===== config.mk =====
export PLATFORM = sky130hd
export DESIGN_NAME = circle_pixel_writer
export DESIGN_NICKNAME = d
export VERILOG_FILES = /design/src/rtl/circle_pixel_writer.sv
export SDC_FILE = /design/constraint.sdc
export NUM_CORES = 1
export LEC_CHECK = 0
export CAP_MARGIN = 20
export CORE_MARGIN = 5
export CORE_UTILIZATION = 40
export CTS_BUF_LIST = sky130_fd_sc_hd__clkbuf_2 sky130_fd_sc_hd__clkbuf_4 sky130_fd_sc_hd__clkbuf_8
export DETAILED_ROUTE_END_ITERATION = 6
export SLEW_MARGIN = 20
export SYNTH_ARGS = -nofsm -noshare
export SYNTH_HDL_FRONTEND = slang
export SYNTH_SLANG_ARGS = --single-unit

===== constraint.sdc =====
create_clock -name clk -period 10 [get_ports clk]
set_input_delay 1 -clock clk [delete_from_list [all_inputs] [get_ports clk]]
set_output_delay 1 -clock clk [all_outputs]
set_load 0.1 [all_outputs]

===== src/rtl/circle_pixel_writer.sv =====
// ---------------------------------------------------------------------------
// circle_pixel_writer
//
// Purpose:
//   Receiving end of the circle drawer's 8-point output. One transfer delivers
//   a bundle of eight octant points plus one colour. Points that fall outside
//   the visible area, or that repeat an earlier point of the same bundle, are
//   dropped. The remaining points go out one at a time, in index order, as
//   single-pixel frame-buffer writes: a linear address plus a 12-bit colour.
//
// Ports:
//   clk, rst                 system clock; asynchronous active-high reset
//   draw_x_0..7, draw_y_0..7 point coordinates (10 bits each). A negative
//                            coordinate arrives wrapped, so it reads as a
//                            large value and is treated as off-screen.
//   color                    RGB444 colour shared by the whole bundle
//   in_rts / in_rtr          bundle handshake; a transfer happens when both
//                            are high on a rising edge
//   out_rts / out_rtr        pixel write handshake toward the arbiter
//   out_addr                 linear address y*H_RES + x
//   out_color                colour of the pixel write
//   busy                     high while a bundle is held (any state but IDLE)
// ---------------------------------------------------------------------------
module circle_pixel_writer #(
  parameter int unsigned H_RES  = 640,
  parameter int unsigned V_RES  = 480,
  parameter int unsigned ADDR_W = 19
) (
  input  logic              clk,
  input  logic              rst,
  input  logic [9:0]        draw_x_0,
  input  logic [9:0]        draw_x_1,
  input  logic [9:0]        draw_x_2,
  input  logic [9:0]        draw_x_3,
  input  logic [9:0]        draw_x_4,
  input  logic [9:0]        draw_x_5,
  input  logic [9:0]        draw_x_6,
  input  logic [9:0]        draw_x_7,
  input  logic [9:0]        draw_y_0,
  input  logic [9:0]        draw_y_1,
  input  logic [9:0]        draw_y_2,
  input  logic [9:0]        draw_y_3,
  input  logic [9:0]        draw_y_4,
  input  logic [9:0]        draw_y_5,
  input  logic [9:0]        draw_y_6,
  input  logic [9:0]        draw_y_7,
  input  logic [11:0]       color,
  input  logic              in_rts,
  output logic              in_rtr,
  output logic              out_rts,
  input  logic              out_rtr,
  output logic [ADDR_W-1:0] out_addr,
  output logic [11:0]       out_color,
  output logic              busy
);

  typedef enum logic [1:0] {
    ST_IDLE,
    ST_SCAN,
    ST_SEND
  } state_t;

  localparam logic [2:0] LAST_IDX = 3'd7;

  // Registered state
  state_t              state_q, state_d;
  logic [2:0]          idx_q, idx_d;
  logic [9:0]          x_q [8];
  logic [9:0]          x_d [8];
  logic [9:0]          y_q [8];
  logic [9:0]          y_d [8];
  logic [11:0]         color_q, color_d;
  logic [ADDR_W-1:0]   addr_q, addr_d;
  logic [11:0]         out_color_q, out_color_d;

  // Incoming coordinates gathered into arrays so they can be loaded in a loop
  logic [9:0]          in_x [8];
  logic [9:0]          in_y [8];

  // Point currently under evaluation and its qualification
  logic [9:0]          cur_x;
  logic [9:0]          cur_y;
  logic                on_screen;
  logic                is_dup;
  logic                point_ok;
  logic [ADDR_W-1:0]   cur_addr;

  logic                in_xfc;
  logic                out_xfc;

  always_comb begin
    in_x[0] = draw_x_0;
    in_x[1] = draw_x_1;
    in_x[2] = draw_x_2;
    in_x[3] = draw_x_3;
    in_x[4] = draw_x_4;
    in_x[5] = draw_x_5;
    in_x[6] = draw_x_6;
    in_x[7] = draw_x_7;
    in_y[0] = draw_y_0;
    in_y[1] = draw_y_1;
    in_y[2] = draw_y_2;
    in_y[3] = draw_y_3;
    in_y[4] = draw_y_4;
    in_y[5] = draw_y_5;
    in_y[6] = draw_y_6;
    in_y[7] = draw_y_7;
  end

  // Handshake decodes. in_rtr is masked by rst so nothing can be accepted
  // while the block is held in reset.
  assign in_rtr  = (state_q == ST_IDLE) & ~rst;
  assign out_rts = (state_q == ST_SEND);
  assign busy    = (state_q != ST_IDLE);
  assign in_xfc  = in_rts & in_rtr;
  assign out_xfc = out_rts & out_rtr;

  assign out_addr  = addr_q;
  assign out_color = out_color_q;

  // Qualify the point at idx. The duplicate search compares raw coordinates
  // against every lower index, so a repeat is dropped even when the earlier
  // copy was itself off-screen.
  always_comb begin
    cur_x     = x_q[idx_q];
    cur_y     = y_q[idx_q];
    on_screen = (32'(cur_x) < H_RES) && (32'(cur_y) < V_RES);
    is_dup    = 1'b0;
    for (int j = 0; j < 7; j++) begin
      if ((3'(j) < idx_q) && (x_q[j] == cur_x) && (y_q[j] == cur_y)) begin
        is_dup = 1'b1;
      end
    end
    point_ok = on_screen && !is_dup;
    cur_addr = ADDR_W'(cur_y) * ADDR_W'(H_RES) + ADDR_W'(cur_x);
  end

  // Next-state logic: IDLE captures a bundle, SCAN spends one cycle on each
  // index, SEND holds a qualified pixel until the arbiter takes it.
  always_comb begin
    state_d     = state_q;
    idx_d       = idx_q;
    color_d     = color_q;
    addr_d      = addr_q;
    out_color_d = out_color_q;
    for (int i = 0; i < 8; i++) begin
      x_d[i] = x_q[i];
      y_d[i] = y_q[i];
    end

    case (state_q)
      ST_IDLE: begin
        if (in_xfc) begin
          for (int i = 0; i < 8; i++) begin
            x_d[i] = in_x[i];
            y_d[i] = in_y[i];
          end
          color_d = color;
          idx_d   = 3'd0;
          state_d = ST_SCAN;
        end
      end

      ST_SCAN: begin
        if (point_ok) begin
          addr_d      = cur_addr;
          out_color_d = color_q;
          state_d     = ST_SEND;
        end else if (idx_q == LAST_IDX) begin
          state_d = ST_IDLE;
        end else begin
          idx_d = idx_q + 3'd1;
        end
      end

      ST_SEND: begin
        if (out_xfc) begin
          if (idx_q == LAST_IDX) begin
            state_d = ST_IDLE;
          end else begin
            idx_d   = idx_q + 3'd1;
            state_d = ST_SCAN;
          end
        end
      end

      default: begin
        state_d = ST_IDLE;
      end
    endcase
  end

  // State registers. Reset abandons any bundle in flight; because out_rts is
  // a decode of state it drops together with rst.
  always_ff @(posedge clk or posedge rst) begin
    if (rst) begin
      state_q     <= ST_IDLE;
      idx_q       <= 3'd0;
      color_q     <= 12'd0;
      addr_q      <= '0;
      out_color_q <= 12'd0;
      for (int i = 0; i < 8; i++) begin
        x_q[i] <= 10'd0;
        y_q[i] <= 10'd0;
      end
    end else begin
      state_q     <= state_d;
      idx_q       <= idx_d;
      color_q     <= color_d;
      addr_q      <= addr_d;
      out_color_q <= out_color_d;
      for (int i = 0; i < 8; i++) begin
        x_q[i] <= x_d[i];
        y_q[i] <= y_d[i];
      end
    end
  end

endmodule


class_map.png
Fill, decap, tap and diode cells in gray.
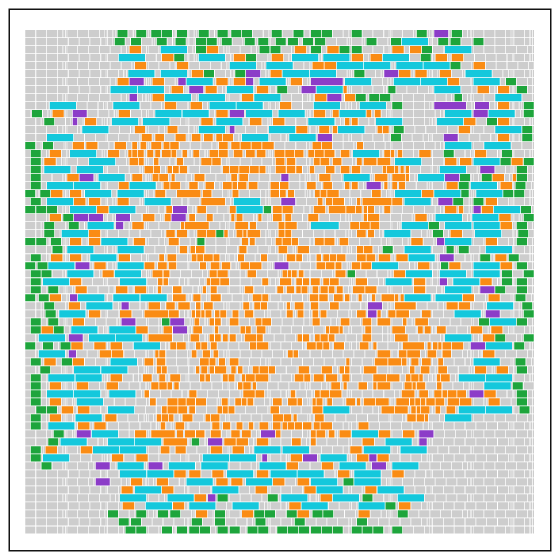
green -> remaining buffers and delay cells  # cells 220, share of their area 15%
purple -> clock drivers and dummy loads  # cells 65, share of their area 5.5%
orange -> remaining logic cells  # cells 754, share of their area 44%
cyan -> registers  # cells 208, share of their area 35%
Design Area, Final: 15200 um2
Cell Rows: 63
Final Core Density: 51.3%
Seq area share: 34.3%
core box area: 29600 um2

pinout.png
Pins as bars across the die edge, other pins in gray.
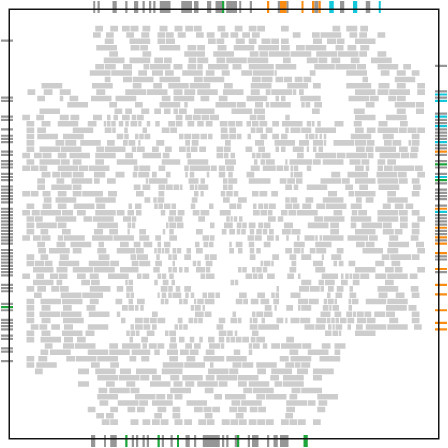
orange -> out_addr  # pins 19, direction output, edge 12 right, 7 top
green -> draw_y_6  # pins 10, direction input, edge 6 bottom, 2 right, 1 top, 1 left
cyan -> color  # pins 12, direction input, edge 7 right, 5 top
Die Ht: 183 um
# port buffers: 209
die x size: 183 um

==> job_summary.md <==
### Metrics collected by this job

| Metric | Value |
|---|---|
| FMAX | approximately 190 MHz |
| Worst min-delay path startpoint | color_q[11]$_DFFE_PP0P_ |
| Count of filler cells inserted in the layout | ~2.7k |
| Layout area overhead | 26.3% |
| Total number of yosys warnings | 0 |
| #MultiIn Comb | between 700 and 800 |
| FF-to-FF setup slack | ~4700 ps |
| Post-synth area hogs | dfrtp_1 (43%), mux2_2 (20%), xnor2_1 (4.4%), mux2i_1 (4.1%), xor2_1 (3.1%) |
| Critical path data required time | 10410 ps |
| Cell Chain, Critical Path | buf_4 -> nand2_1 -> o22ai_1 -> or2_0 -> inv_1 -> ha_1 -> ha_1 -> a21oi_1 -> o21bai_1 -> a21oi_1 -> xnor2_1 -> nor3b_1 -> nand3_1 -> xnor2_1 -> mux2_2 |
| Worst path bufs/invs | 2 |
| Hold_buf cts | 0 |
| Vias in the first global route | between 9k and 10k |
| Area fraction in mux cells | 25.7% |
| Relative slew slack | 30.8% |
| Max_cap viols | 0 |
| Main logic family | multiplexers |
| ClkCell Share | between 5 and 6% |
| Final setup vio count | 0 |
| Max-area cell share | between 40 and 50% |
| Top cell category | logic gates |
| Clock Skew | between 30 and 40 ps |
| Placed Cells | around 1.6k |
| GR peak layer | met2 |
| Synthesized area | roughly 12000 um2 |
| Synth Area in Compound Gates | under 10% |
| Setup slack after layout | between 4000 and 5000 ps |
| Crit path launch | idx_q[0]$_DFFE_PP0P_ |
| RSZ-0062 raised after global routing | false |
| Non-filler cells, final | ~1.6k |
| DP Worst Slack | slightly below 5000 ps |
| Setup Crit Path Kind | register to register |
| Clk_lat worst skew | roughly 540 ps |
| Layout cell share with drive strength beyond 1 | between 20% and 30% |
| Yosys Chip Area | ~12000 um2 |
| Final nets | 1423 |
| CP Capture Point | out_addr[18]$_DFFE_PP0P_ |
| WL met3 | around 2300 um |
| Hold EP | out_color[11]$_DFFE_PP0P_ |
| Max Transition Viols Final | 0 |
| M1 WL | 16900 um |
| Worst hold slack | between 500 and 600 ps |
| CTS H-tree depth | 2 |
| Largest delay share family, worst path | simple AND/OR/NAND/NOR gates |
| Yosys xor share | 7.50% |
| Clk buf depth | 3 |
| Most instantiated cells after synthesis | mux2_2 (217), dfrtp_1 (208), xnor2_1 (61) |
| CP max FO | between 40 and 50 |
| Status | finished, final reports clean |
| Logic area | around 6400 um2 |
| Count of tool warnings | 29 |
| Post-synth cell types | 62 |
| Top cell excl fill/tap | mux2_2 |
| Fa+ha+maj area frac | under 10% |
| Non-clock inverters | 26 |
| Boundary Pins | between 200 and 250 |
| Ant diodes | 0 |
| Critical path depth | 15 |
| DR pass1 iterations | 5 |
| Post-synth regs | ~210 |
| GR Layer Usage met2 | a little under a third |
| Crit-path max cell delay | a little over 700 ps |
| GPL Wtd Cong | just under 0.9 |
| CTS clk-pin slew, worst paths | ~70 ps |
| Fin Setup TNS | 0 ps |
| Detailed Place HPWL | ~28000 um |
| Final ANT Viol Nets | 0 |
| Well Taps | 390 |
| Grt total ovfl | 0 |
| Top-count cell post-synth | mux2_2 |
| Post-route DRC | 0 |
| R2r endpoint | out_addr[18]$_DFFE_PP0P_ |
| Logic share of the area | between 40% and 50% |
| Number of cells in Yosys stat | 1019 |
| R2R cell count | 15 |
| FP Core Util | between 40 and 50% |
| Area leader, netlist | dfrtp_1 |
| Basic Gates by Area | under 10% |
| Synthesized area per cell | approximately 12 um2 |
| Final Hold Viols | 0 |
| Largest net degree at the start of global routing | between 80 and 90 |
| Post-cts sizing count | 0 |
| Area after DPL | approximately 14000 um2 |
| Mapped Nets | between 1k and 1.5k |
| GR Layer Usage met1 | 31.2% |
| WHS Path Cells | 1 |
| Critical path arrival | between 5000 and 6000 ps |
| Setup crit start kind | register |
| Non-clk bufs | 220 |
| Total die size | ~34000 um2 |
| Flops | around 210 |
| Asr flop ratio synth | 100% |
| Vias per cell | between 5 and 6 |
| Global Route met3 Usage | around 3.8% |
| Most numerous logic cells after layout | mux2_2 (217), clkdlybuf4s50_1 (209), dfrtp_1 (207) |
| Top sig layer | met4 |
| First-pass GRT wire length | 54800 um |
| Flip-flop and latch area | between 5000 and 6000 um2 |
| CTS Sinks | between 200 and 250 |
| Via count | approximately 9.0k |
| CTS Buf Count | 36 |
| Commonest flop | dfrtp_1 |
| GRT Total Usage | approximately a fifth |
| # clk buffers | between 50 and 60 |
| CTS tree | built |
| Met2 wire length | 15900 um |
| WL/cell | roughly 22 um |
| Clk Tree Root Cell | clkbuf_8 |
| Post-CTS Setup Repair Bufs | 0 |
| NonClk Buf Share | between 10% and 20% |
| Final min period | about 5300 ps |
| Worst slew pin tran | between 1000 and 1500 ps |
| Synth Seq Share | about 43% |
| Fin crit share | 53.1% |
| CP endpoint kind | register |
| DRT iter0 DRCs | around 660 |
| Crit-path slowest cell | dfrtp_2 |
| EDFF count, synth | 0 |
| Hold Crit Class | register to register |
| Number of antenna violations at the first check in global routing | 0 |
| Reg2Reg Launch Point | idx_q[0]$_DFFE_PP0P_ |
| WL final | approximately 36000 um |
| Gate Count Post-Synth | around 1.0k |
clock_wires.png
Bar = 50 um.
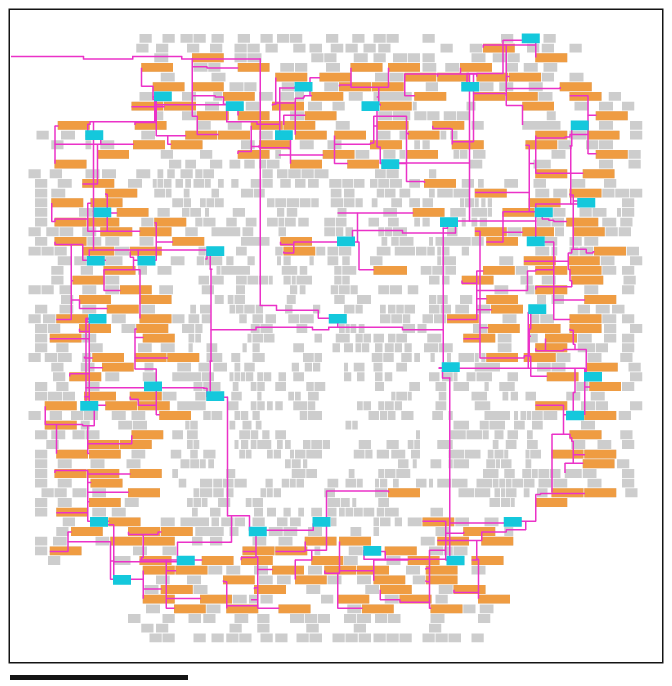
orange -> flip-flops  # count 208
cyan -> clock-net drivers  # count 36
magenta -> clock wires  # length 3040 um
flops lie = all over the die
routed clock nets = 37

